**Cells by drive strength**

The bar under the picture is 20 um long.
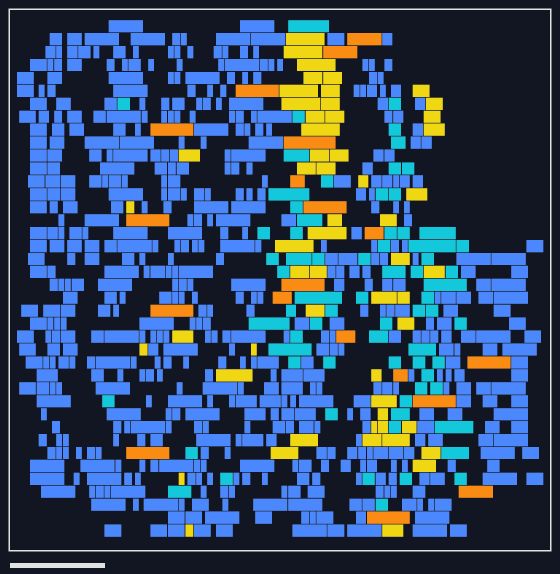
**Routed clock nets over the placement**

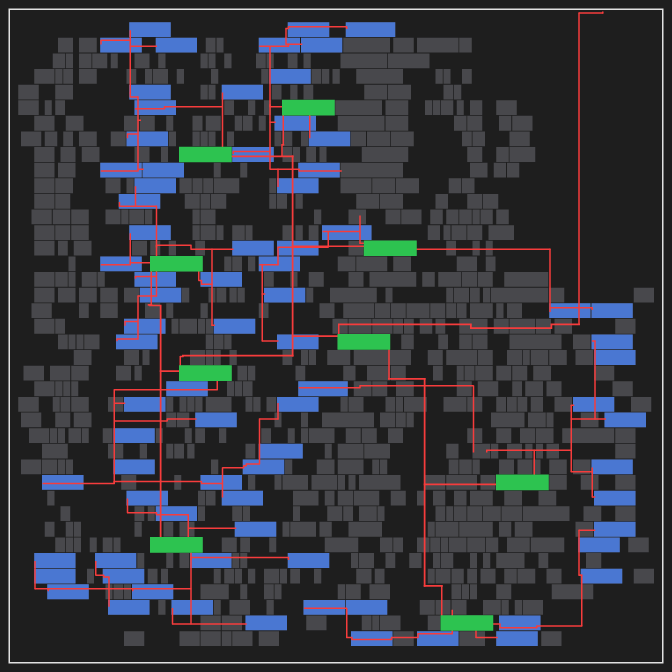
**I/O pins on the die edge**

Pins as bars across the die edge, other pins in grey.
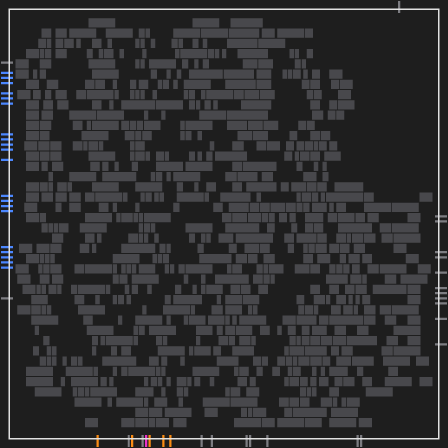
**Clock wiring as the flow saved it**

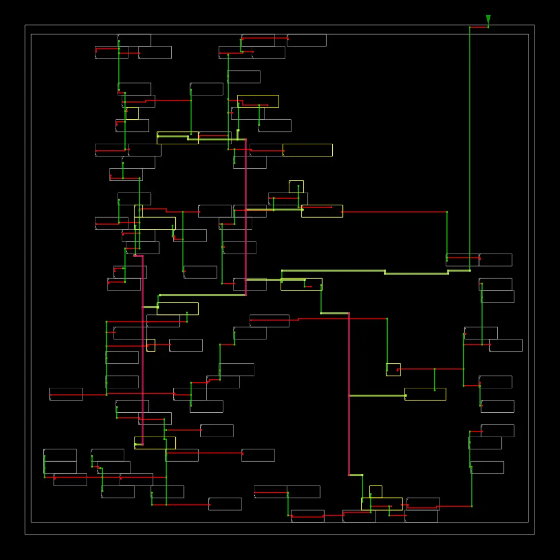
==> config.mk <==
export PLATFORM = sky130hd
export DESIGN_NAME = fp_normalizer_pipe_flat
export DESIGN_NICKNAME = d
export VERILOG_FILES = /design/src/rtl/fp_norm_pkg.sv /design/src/rtl/fp_normalizer_pipe_if.sv /design/src/rtl/leading_one_detector.sv /design/src/rtl/fp_normalizer_pipe.sv /design/src/flat_wrapper.sv
export SDC_FILE = /design/constraint.sdc
export NUM_CORES = 1
export LEC_CHECK = 0
export CAP_MARGIN = 0
export CELL_PAD_IN_SITES_DETAIL_PLACEMENT = 0
export CELL_PAD_IN_SITES_GLOBAL_PLACEMENT = 1
export CORE_UTILIZATION = 39
export DETAILED_ROUTE_END_ITERATION = 7
export PLACE_DENSITY = 0.78
export SYNTH_ARGS = -nofsm -noshare
export SYNTH_HDL_FRONTEND = slang
export SYNTH_HIERARCHICAL = 1
export SYNTH_SLANG_ARGS = --single-unit
==> constraint.sdc <==
create_clock -name clk -period 3.7 [get_ports clk]
set_clock_uncertainty 0.05 [all_clocks]
set_input_delay 0.37 -clock clk [delete_from_list [all_inputs] [get_ports clk]]
set_output_delay 0.37 -clock clk [all_outputs]
set_load 0.005 [all_outputs]
==> reports/results.ini <==
[route]
vias_per_cell = 5.35
wl_per_cell_um = 14.5

[synthesis]
netlist_area_sq_um = 4850
area_leaders = dfxtp_1 (32%), nand2_1 (8.7%), a21oi_1 (6.7%)
ys_sh_adder_pct = 3.76
synthMuxAreaShare_pct = 8.45
avgSynthCellArea_sq_um = 7.88
ys_cells = 616
synth-simple-area-share_pct = 23.0
synth-warning-count = 6
synth.logic.top_family = simple AND/OR/NAND/NOR gates
synth-edff-count = 0

[grt]
grt_max_degree = 62
gr-total-overflow = 0

[layout]
drive_above_1_share_pct = 20.7
n_fill_cell = 1186
largest_reg_flops = 31
nets = 735

[critical_path]
cp_slowest_stage_delay_ps = 370
cp_slowest_cell = dfxtp_4
crit_fanout = 5
endpoint_kind = flop
r2r_cells = 22
worst-path-stages = 22
arrival_ps = 3880

[final_timing]
timing.slew.headroom_pct = 36.4
tightest_slew_ps = 951

[pwr]
p_sw_uw = 899
p_int_mw = 1.89
pwr-share-comb_pct = 33.5

[clock_network]
cts.sinks = 78

[outcome]
status = complete, no violations

[floorplan]
core.rowCount = 40
ios = 49

Notes on 'cells by drive strength' above:
colour	size	cells	most used
orange	x6 and larger	19	clkbuf_16
cyan	x3 and x4	70	buf_4
yellow	x2	55	mux2_2
blue	x1 and smaller	553	nand2_1
Final Cell Area: 6370 sq um
Area growth syn-to-layout: 31.3%
Non-CTS buffers: 103
Final WS setup: 51.1 ps

Notes on 'routed clock nets over the placement' above:
[red] clock wires | length: 1100 um
[blue] flip-flops | count: 78
[green] clock-net drivers | count: 9
routed clock nets	10
flops lie	widely spread
Clock group: 887 uW
clock power share: 31.8%
latest clock arrival within the worst-skew pair: 340 ps

Notes on 'I/O pins on the die edge' above:
colour	port	pins	direction	edge
magenta	bus_out_ready	1	input	south
orange	bus_in_exp	5	input	south
blue	bus_in_sum	20	input	west
all pins by edge	22 west, 15 south, 11 east, 1 north
port bufs: 48
chip width: 114 um
die height: 114 um

Notes on 'clock wiring as the flow saved it' above:
flip-flops: 78
CLK BUF: 9
Num CTS Buffers: 9

per-stage QoR:
step	util [%]	setup slack, ps	power, mW
floorplan	-	3.27	1.50
finish	52.9	51.1	2.79
global placement	47.1	-36.5	1.77
CTS	50.7	1.27	2.74
detailed placement	47.1	-209	1.78
global route	52.9	-142	2.94
power groups by stage:
stage          clock (mW)  sequential, mW  combinational [mW]
4_1_cts             0.919           0.966               0.850
6_report            0.887           0.967               0.936
5_1_grt             0.948           0.977                1.02
3_3_place_gp            0           0.980               0.793
2_1_floorplan           0           0.965               0.532
3_5_place_dp            0           0.983               0.797
synthesized netlist by cell type, types with 2 or more instances:
library cell	count
nand2_1	112
a21oi_1	65
a32o_1	2
and3_1	2
or2_2	2
mux2i_1	5
o31ai_1	7
nor4_2	2
inv_1	25
a21o_1	4
mux2_2	16
ha_1	13
o22ai_1	19
o41ai_1	3
nor3_1	14
buf_4	5
nor4_1	8
a221oi_1	2
a22oi_1	4
nor2b_1	4
nor2_1	56
mux4_2	8
xnor2_1	7
nand4b_1	3
a22o_1	10
buf_1	2
nand3b_1	3
and2_1	4
o211ai_1	4
clkbuf_1	25
o21ai_0	8
and3b_1	3
or3_1	2
xor2_1	23
nand3_1	10
or4_1	2
buf_2	4
a211oi_1	21
nor3_4	2
dfxtp_1	78
nand2b_1	8
and4b_1	2
nand4_1	2
worst register-to-register path, cell delays in order, from the launching register on:
cell and delay [ps]:
dfxtp_4 370, inv_4 40, ha_4 170, xnor2_4 280
nand2_4 120, nor3_2 170, a32o_2 190, ha_4 160
o211ai_4 90, nor3_4 130, nand2_1 70, nor2_1 100
ha_2 210, nand2_2 70, inv_2 80, nor2_2 50
and4b_1 200, a32o_2 250, nor2_4 140, mux2i_4 90
nor3_4 240, clkbuf_16 200, a22o_1 110
per-layer routing:
layer  part of all wire, %  vias to the layer above  global-route usage, %
met4                   1.6                        0                   7.89
met3                   2.9                       18                   3.56
met2                    48                       91                   32.1
li1                      -                     2352                      -
met1                    47                     2170                   25.1
met5                     0                        -                      0
cell type report:
type                       count  share of cell area, %
inverter                      27                   1.63
tap                          168                   3.30
sequential                    78                   24.7
clock inverter                 7                   1.14
multi-input combinational    473                   50.7
clock buffer                   9                   3.53
timing repair buffer         103                   15.0
cells in the final DEF, fill, tap and decap left out, types with 7 or more instances in the layout:
cell             netlist  layout
inv_1                 25      23
xor2_1                23      23
o22ai_1               19      16
ha_1                  13      10
dfxtp_1               78      74
clkdlybuf4s50_1        0      47
o31ai_1                7       7
o21ai_0                8       8
mux2_2                16      13
a22o_1                10      10
nand2b_1               8       7
nor4_1                 8       7
buf_4                  5      48
nor2_1                56      53
a211oi_1              21      21
mux4_2                 8       8
nand2_1              112     110
nor3_1                14       9
clkbuf_16              0      10
nand3_1               10      10
a21oi_1               65      63
logic make-up after synthesis:
kind of cell / after synthesis
AND-OR/OR-AND: 158
flip-flops: 78
AND/OR/NAND/NOR: 241
multiplexers: 29
XOR/XNOR: 31
adder cells (fa/ha/maj): 14
buffers and inverters: 65
what timing repair did:
action                                  in CTS  in global routing
resized                                     22                 30
endpoints found under the setup margin      16                 16
pin swaps                                    4                  9
setup buffers                                5                 14
cloned                                       0                  1
Power is estimated from default activity; no workload was simulated.
